<file path="src/rtl/pc_fetch_sequencer_if.sv">
// rtl/pc_fetch_sequencer_if.sv - fetch sequencer bus: control, imem and decode handshake signals
interface pc_fetch_sequencer_if #(
  parameter int unsigned COUNTER_WIDTH = 32
);
  logic                     trap_valid;
  logic                     redirect_valid;
  logic [COUNTER_WIDTH-1:0] redirect_address;
  logic                     stall;
  logic                     imem_req;
  logic [COUNTER_WIDTH-1:0] imem_addr;
  logic                     imem_gnt;
  logic                     imem_rvalid;
  logic [31:0]              imem_rdata;
  logic                     instr_valid;
  logic [31:0]              instr_data;
  logic [COUNTER_WIDTH-1:0] instr_address;
  logic                     instr_ready;
  logic [COUNTER_WIDTH-1:0] cmd_address_current;
  logic                     fetch_fault;

  modport master (
    input  trap_valid, redirect_valid, redirect_address, stall,
    input  imem_gnt, imem_rvalid, imem_rdata, instr_ready,
    output imem_req, imem_addr, instr_valid, instr_data, instr_address,
    output cmd_address_current, fetch_fault
  );

  modport slave (
    output trap_valid, redirect_valid, redirect_address, stall,
    output imem_gnt, imem_rvalid, imem_rdata, instr_ready,
    input  imem_req, imem_addr, instr_valid, instr_data, instr_address,
    input  cmd_address_current, fetch_fault
  );
endinterface

</file>
<file path="src/rtl/pc_fetch_sequencer.sv">
// rtl/pc_fetch_sequencer.sv - PC sequencer with single-outstanding imem fetch and redirect/trap handling
module pc_fetch_sequencer #(
  parameter int unsigned              COUNTER_WIDTH = 32,
  parameter logic [COUNTER_WIDTH-1:0] CMD_WIDTH     = 'h4,
  parameter logic [COUNTER_WIDTH-1:0] START_ADDRESS = 'h0,
  parameter logic [COUNTER_WIDTH-1:0] TRAP_VECTOR   = 'h100
) (
  input logic                  clk,
  input logic                  s_reset,
  pc_fetch_sequencer_if.master bus
);
  typedef enum logic [1:0] {IDLE, REQ, WAIT_RESP, HOLD} state_e;

  state_e                   state_q;
  logic [COUNTER_WIDTH-1:0] pc_q;
  logic                     discard_q;
  logic                     instr_valid_q;
  logic [31:0]              instr_data_q;
  logic [COUNTER_WIDTH-1:0] instr_address_q;
  logic                     fetch_fault_q;

  logic                     misaligned;
  logic                     redirect_take;
  logic [COUNTER_WIDTH-1:0] redirect_pc_d;
  logic                     req;
  logic                     consume;

  // Trap wins over redirect; a misaligned redirect target falls back to the trap vector.
  assign misaligned    = bus.redirect_address[1:0] != 2'b00;
  assign redirect_take = (state_q != IDLE) && (bus.trap_valid || bus.redirect_valid);
  assign redirect_pc_d = (bus.trap_valid || misaligned) ? TRAP_VECTOR : bus.redirect_address;
  assign req           = (state_q == REQ) && !bus.stall;
  assign consume       = instr_valid_q && bus.instr_ready && !bus.stall;

  always_ff @(posedge clk) begin
    if (s_reset) begin
      state_q         <= IDLE;
      pc_q            <= START_ADDRESS;
      discard_q       <= 1'b0;
      instr_valid_q   <= 1'b0;
      instr_data_q    <= '0;
      instr_address_q <= '0;
      fetch_fault_q   <= 1'b0;
    end else begin
      fetch_fault_q <= redirect_take && !bus.trap_valid && misaligned;
      if (redirect_take) begin
        pc_q <= redirect_pc_d;
      end
      case (state_q)
        IDLE: state_q <= REQ;
        REQ: begin
          if (req && bus.imem_gnt) begin
            // The granted request carries the old address, so its response must be dropped.
            discard_q <= redirect_take;
            state_q   <= WAIT_RESP;
          end
        end
        WAIT_RESP: begin
          if (bus.imem_rvalid) begin
            discard_q <= 1'b0;
            if (discard_q || redirect_take) begin
              state_q <= REQ;
            end else begin
              instr_data_q    <= bus.imem_rdata;
              instr_address_q <= pc_q;
              instr_valid_q   <= 1'b1;
              state_q         <= HOLD;
            end
          end else if (redirect_take) begin
            discard_q <= 1'b1;
          end
        end
        HOLD: begin
          if (redirect_take || consume) begin
            instr_valid_q <= 1'b0;
            state_q       <= REQ;
            if (!redirect_take) begin
              pc_q <= pc_q + CMD_WIDTH;
            end
          end
        end
        default: state_q <= IDLE;
      endcase
    end
  end

  assign bus.imem_req            = req;
  assign bus.imem_addr           = pc_q;
  assign bus.cmd_address_current = pc_q;
  assign bus.instr_valid         = instr_valid_q;
  assign bus.instr_data          = instr_data_q;
  assign bus.instr_address       = instr_address_q;
  assign bus.fetch_fault         = fetch_fault_q;
endmodule

</file>
<file path="src/flat_wrapper.sv">
// flat-port wrapper written by rule: the top's interface ports become plain ports
module pc_fetch_sequencer_flat 
#(
  parameter int unsigned              COUNTER_WIDTH = 32,
  parameter logic [COUNTER_WIDTH-1:0] CMD_WIDTH     = 'h4,
  parameter logic [COUNTER_WIDTH-1:0] START_ADDRESS = 'h0,
  parameter logic [COUNTER_WIDTH-1:0] TRAP_VECTOR   = 'h100
)
  (clk, s_reset, bus_trap_valid, bus_redirect_valid, bus_redirect_address, bus_stall, bus_imem_gnt, bus_imem_rvalid, bus_imem_rdata, bus_instr_ready, bus_imem_req, bus_imem_addr, bus_instr_valid, bus_instr_data, bus_instr_address, bus_cmd_address_current, bus_fetch_fault);
  pc_fetch_sequencer_if #(.COUNTER_WIDTH(COUNTER_WIDTH)) bus_i ();
  input logic clk;
  input logic s_reset;
  input wire logic [$bits(bus_i.trap_valid)-1:0] bus_trap_valid;
  input wire logic [$bits(bus_i.redirect_valid)-1:0] bus_redirect_valid;
  input wire logic [$bits(bus_i.redirect_address)-1:0] bus_redirect_address;
  input wire logic [$bits(bus_i.stall)-1:0] bus_stall;
  input wire logic [$bits(bus_i.imem_gnt)-1:0] bus_imem_gnt;
  input wire logic [$bits(bus_i.imem_rvalid)-1:0] bus_imem_rvalid;
  input wire logic [$bits(bus_i.imem_rdata)-1:0] bus_imem_rdata;
  input wire logic [$bits(bus_i.instr_ready)-1:0] bus_instr_ready;
  output wire logic [$bits(bus_i.imem_req)-1:0] bus_imem_req;
  output wire logic [$bits(bus_i.imem_addr)-1:0] bus_imem_addr;
  output wire logic [$bits(bus_i.instr_valid)-1:0] bus_instr_valid;
  output wire logic [$bits(bus_i.instr_data)-1:0] bus_instr_data;
  output wire logic [$bits(bus_i.instr_address)-1:0] bus_instr_address;
  output wire logic [$bits(bus_i.cmd_address_current)-1:0] bus_cmd_address_current;
  output wire logic [$bits(bus_i.fetch_fault)-1:0] bus_fetch_fault;
  assign bus_i.trap_valid = bus_trap_valid;
  assign bus_i.redirect_valid = bus_redirect_valid;
  assign bus_i.redirect_address = bus_redirect_address;
  assign bus_i.stall = bus_stall;
  assign bus_i.imem_gnt = bus_imem_gnt;
  assign bus_i.imem_rvalid = bus_imem_rvalid;
  assign bus_i.imem_rdata = bus_imem_rdata;
  assign bus_i.instr_ready = bus_instr_ready;
  assign bus_imem_req = bus_i.imem_req;
  assign bus_imem_addr = bus_i.imem_addr;
  assign bus_instr_valid = bus_i.instr_valid;
  assign bus_instr_data = bus_i.instr_data;
  assign bus_instr_address = bus_i.instr_address;
  assign bus_cmd_address_current = bus_i.cmd_address_current;
  assign bus_fetch_fault = bus_i.fetch_fault;
  pc_fetch_sequencer #(.COUNTER_WIDTH(COUNTER_WIDTH), .CMD_WIDTH(CMD_WIDTH), .START_ADDRESS(START_ADDRESS), .TRAP_VECTOR(TRAP_VECTOR)) u_core (.clk(clk), .s_reset(s_reset), .bus(bus_i));
endmodule
</file>
<file path="config.mk">
export PLATFORM = sky130hd
export DESIGN_NAME = pc_fetch_sequencer_flat
export DESIGN_NICKNAME = d
export VERILOG_FILES = /design/src/rtl/pc_fetch_sequencer_if.sv /design/src/rtl/pc_fetch_sequencer.sv /design/src/flat_wrapper.sv
export SDC_FILE = /design/constraint.sdc
export NUM_CORES = 1
export LEC_CHECK = 0
export CORE_MARGIN = 5
export CORE_UTILIZATION = 42
export DETAILED_ROUTE_END_ITERATION = 8
export PLACE_DENSITY_LB_ADDON = 0.12
export SYNTH_ARGS = -nofsm -noshare
export SYNTH_HDL_FRONTEND = slang
export SYNTH_SLANG_ARGS = --single-unit
</file>
<file path="constraint.sdc">
create_clock -name clk -period 2.3 [get_ports clk]
set_input_delay 0.23 -clock clk [delete_from_list [all_inputs] [get_ports clk]]
set_output_delay 0.23 -clock clk [all_outputs]
set_load 0.02 [all_outputs]
</file>
run_1/power_grid.png
Drawn at 4 px/um. Pins as bars on the die edge.
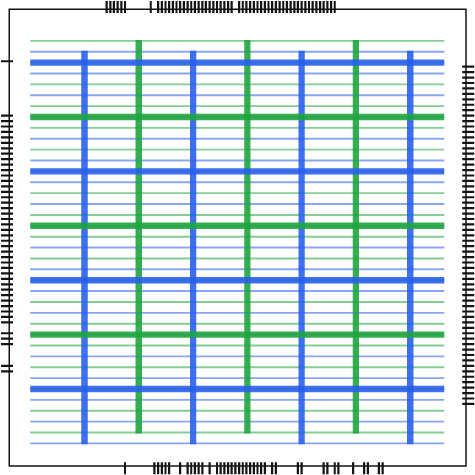
[blue] VSS
[green] VDD
met1 rails: 38
signal pins: 203
met5 straps: 7
met4 straps: 7
rows: 37
worst-case vdd ir drop: 0.362 mV
Die Width: 114 um
Die Y: 114 um
core area: 10400 um2

run_1/detail.png
Window x 32 to 82, y 55 to 105 um. Cells in grey, sequential cells in the stronger grey; small squares are vias.
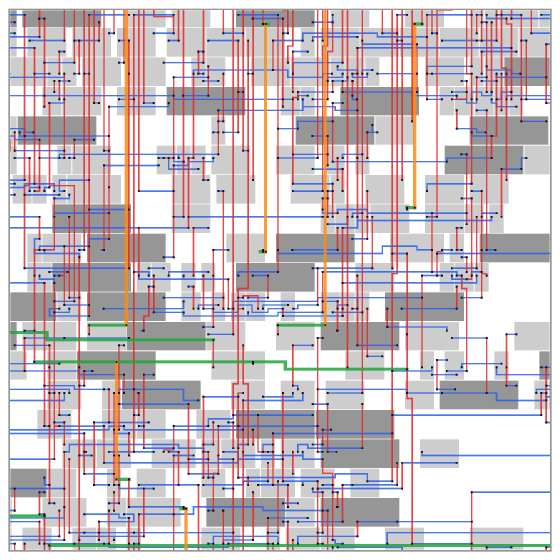
[orange] metal 4
[green] metal 3
[blue] metal 1
[red] metal 2
sequential cells in the window: 28
most frequent: clkdlybuf4s50_1 (50), nand2_1 (42), dfxtp_1 (28)
netlist names of flops here include: u_core.bus.instr_data (14), u_core.bus.cmd_address_current (9), u_core.bus.instr_address (5)
cells with their middle in the window: 182

==> impl_metrics.json, run 1 <==
{
  "post_cts_buffers": 0,
  "met1_usage": 0.275,
  "switching_power_mw": 0.957,
  "status": "complete, no violations",
  "n_all_inverters": 8,
  "avgSynthCellArea_um2": 8.30,
  "synth_cells": 545,
  "dr_wl_met3_mm": 1.18,
  "crit_fanout": 9,
  "busiest_layer": "met2",
  "nClkBuffers": 11,
  "cp-end-kind": "flip-flop",
  "cts_sinks": 101,
  "netlist.area_leader.share": 0.447,
  "finalSetupViolations": 0,
  "r2r.worst_path.cells": 8,
  "p_seq_frac": 0.528,
  "die-area_um2": 12900,
  "stdcell_count": 859,
  "tapCellCount": 136,
  "htree_levels": 3,
  "detail_route.wl_per_cell_um": 16.4,
  "whs_endpoint": "u_core.state_q[0]",
  "dr.pass1.iters": 4,
  "largest_area_cell": "dfxtp_1",
  "fp-row-count": 37,
  "tool_warnings": 29,
  "utilization": 0.645,
  "drtAntennaViolNets": 0,
  "port_buffers": 202
}
run_1/sizes.png
Drawn at 2 px/um.
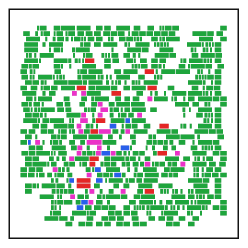
[blue] _2 cells | cells: 11 | share: 1.5%
[green] _0 and _1 cells | cells: 668 | share: 92%
[red] _6 and larger | cells: 14 | share: 1.9%
[magenta] _3 and _4 cells | cells: 30 | share: 4.1%
final setup margin: 0.172 ns
post-layout instance area: 6710 um2
Signal buffers: 227
Syn-to-layout area delta: 48.4%

run_1/placement.png
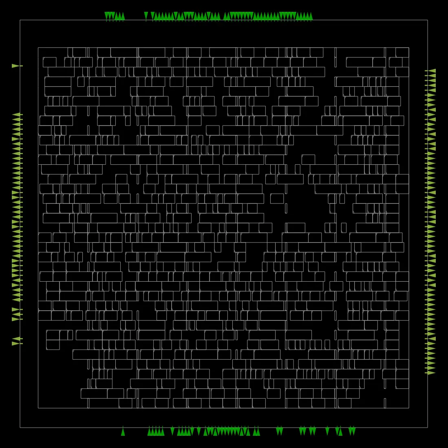

==> run 1 -> run 2 <==
--- a/config.mk
+++ b/config.mk
@@ -5,7 +5,8 @@
 export SDC_FILE = /design/constraint.sdc
 export NUM_CORES = 1
 export LEC_CHECK = 0
-export CORE_MARGIN = 5
+export ABC_CLOCK_PERIOD_IN_PS = 2300
+export CORE_MARGIN = 1.5
 export CORE_UTILIZATION = 42
 export DETAILED_ROUTE_END_ITERATION = 8
 export PLACE_DENSITY_LB_ADDON = 0.12
run_2/placement.png
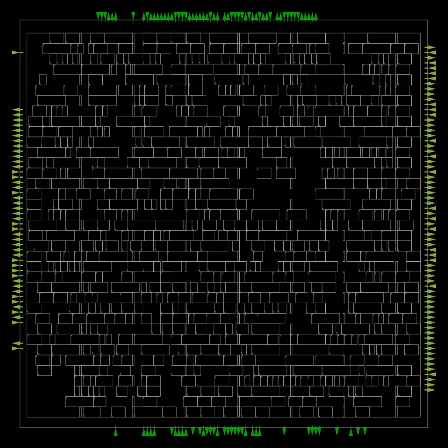
Finished Layout Cells: 854
Filler Cells Inserted: 916

run_2/metal_density.png
Drawn at 4 px/um. 21 x 21 tiles, from dark purple (low) to yellow (high), scaled to the fullest tile. Values are wire area over tile area, all layers added.
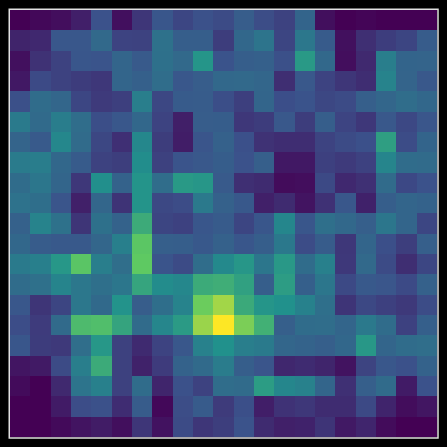
mean over tiles: 0.19
tiles over half the peak: 8.4%
fullest tile: 0.69
nearly empty tiles: 2.9%
WL/cell: 15.8 um
GRT Total Usage: 0.233
Post-Route WL: 13.5 mm

==> impl_metrics.json, run 2 <==
{
  "cp-end-kind": "flip-flop",
  "status": "complete, no violations",
  "busiest_layer": "met2",
  "setup_tns_ns": 0,
  "met1_usage": 0.311,
  "switching_power_mw": 0.937,
  "utilization": 0.643,
  "crit_buf_inv": 1,
  "largest_area_cell": "dfxtp_1",
  "netlist.area_leader.share": 0.447,
  "syn_to_final_growth_pct": 47.5,
  "crit_fanout": 9,
  "die-area_um2": 11400,
  "dp_slack_ns": 0.0826,
  "port_buffers": 202,
  "nClkBuffers": 11,
  "n_all_inverters": 8,
  "r2r.worst_path.cells": 7,
  "rsz0062_at_grt": "no",
  "final-clk-cell-share": 0.0261,
  "fp-row-count": 37,
  "finalSetupViolations": 0,
  "whs_endpoint": "u_core.bus.cmd_address_current[21]",
  "tool_warnings": 29,
  "die_y_um": 107,
  "tapCellCount": 136,
  "dr.pass1.iters": 5,
  "critical_path_depth": 7,
  "dr_wl_met3_mm": 1.10,
  "setup_slack_ns": 0.167,
  "htree_levels": 3,
  "buffers_excl_clock": 222,
  "core-area_um2": 10400,
  "numCtsBuffers": 9,
  "synth_cells": 545,
  "sh_seq_area": 0.303,
  "avgSynthCellArea_um2": 8.30,
  "peakVddDrop_mv": 0.355,
  "ys_ff": 101,
  "path_cells": "inv_1, ha_1, o21ba_2, o211ai_1, nor4_2, xor2_1, a22o_1"
}
run_2/detail.png
Window x 28 to 78, y 50 to 100 um. Cells in grey, sequential cells in the stronger grey; small squares are vias.
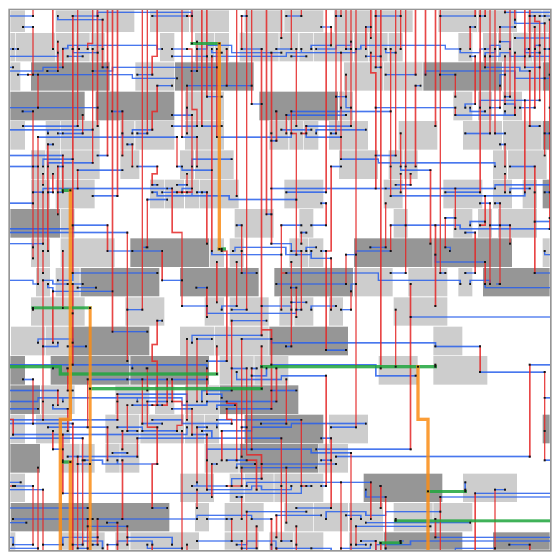

==> run 2 -> run 3 <==
--- a/config.mk
+++ b/config.mk
@@ -5,9 +5,10 @@
 export SDC_FILE = /design/constraint.sdc
 export NUM_CORES = 1
 export LEC_CHECK = 0
+export ABC_AREA = 1
 export ABC_CLOCK_PERIOD_IN_PS = 2300
 export CORE_MARGIN = 1.5
-export CORE_UTILIZATION = 42
+export CORE_UTILIZATION = 45
 export DETAILED_ROUTE_END_ITERATION = 8
 export PLACE_DENSITY_LB_ADDON = 0.12
 export SYNTH_ARGS = -nofsm -noshare
run_3/detail.png
Window x 31 to 81, y 53 to 103 um. Cells in grey, sequential cells in the stronger grey; small squares are vias.
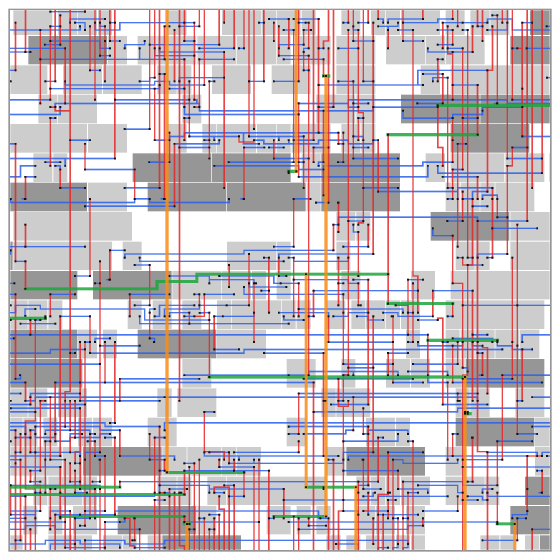
[orange] metal 4
[green] metal 3
[blue] metal 1
[red] metal 2
netlist names of flops here include: u_core.bus.instr_data (10), u_core.bus.cmd_address_current (8), u_core.bus.instr_address (2)
sequential cells in the window: 25
cells with their middle in the window: 206
most frequent: nand2_1 (35), nand3_1 (28), dfxtp_1 (25)

run_3/power_grid.png
Drawn at 4 px/um. Pins as bars on the die edge.
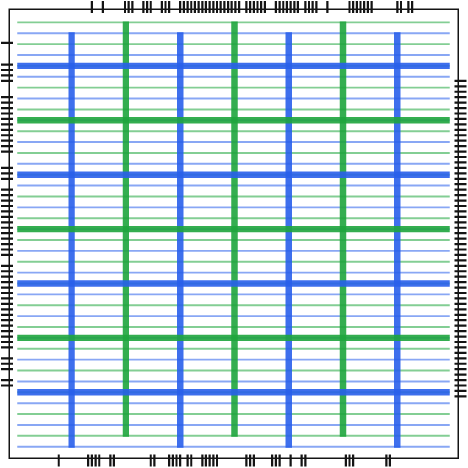
[blue] VSS
[green] VDD
met5 straps: 7
met1 rails: 40
met4 straps: 7
Die Y: 112 um
Die Width: 112 um
worst-case vdd ir drop: 0.454 mV
core area: 11500 um2

==> impl_metrics.json, run 3 <==
{
  "grt_usage": 0.264,
  "pin_count": 203,
  "comb-cell-share": 0.342,
  "pg_clk_mw": 1.80,
  "port_buffers": 202,
  "switching_power_mw": 2.38,
  "whs_endpoint": "u_core.bus.instr_address[14]",
  "setup_tns_ns": 0,
  "nClkBuffers": 10,
  "final-clk-cell-share": 0.0473,
  "grt_max_degree": 65,
  "busiest_layer": "met2",
  "crit_buf_inv": 3,
  "htree_levels": 3,
  "finalSetupViolations": 0,
  "stdcell_count": 1073,
  "wl_met1_mm": 7.37,
  "combPwrFrac": 0.360,
  "dr_wl_met3_mm": 1.19,
  "rsz0062_at_grt": "no",
  "syn_to_final_growth_pct": 40.8,
  "largest_area_cell": "dfxtp_1",
  "critical_path_depth": 12,
  "startpoint": "u_core.state_q[0]",
  "ys_ff": 101,
  "synth_dominant_cell_count": "nand2_1",
  "setup_slack_ns": 0.242,
  "fp-row-count": 39,
  "dp_slack_ns": 0.113,
  "n_all_inverters": 65,
  "dr.pass1.iters": 5,
  "postCtsHoldBufs": 0,
  "finalWirelength_mm": 16.5,
  "n_fill_cell": 1028,
  "sh_seq_area": 0.269,
  "die-area_um2": 12500,
  "status": "complete, no violations",
  "crit_fanout": 16,
  "tool_warnings": 29,
  "numCtsBuffers": 9,
  "clk_latency_ns": 0.35,
  "buffers_excl_clock": 214,
  "holdCritStartpoint": "s_reset"
}
Power figures rest on the tool's default switching activity, not on a simulated workload.
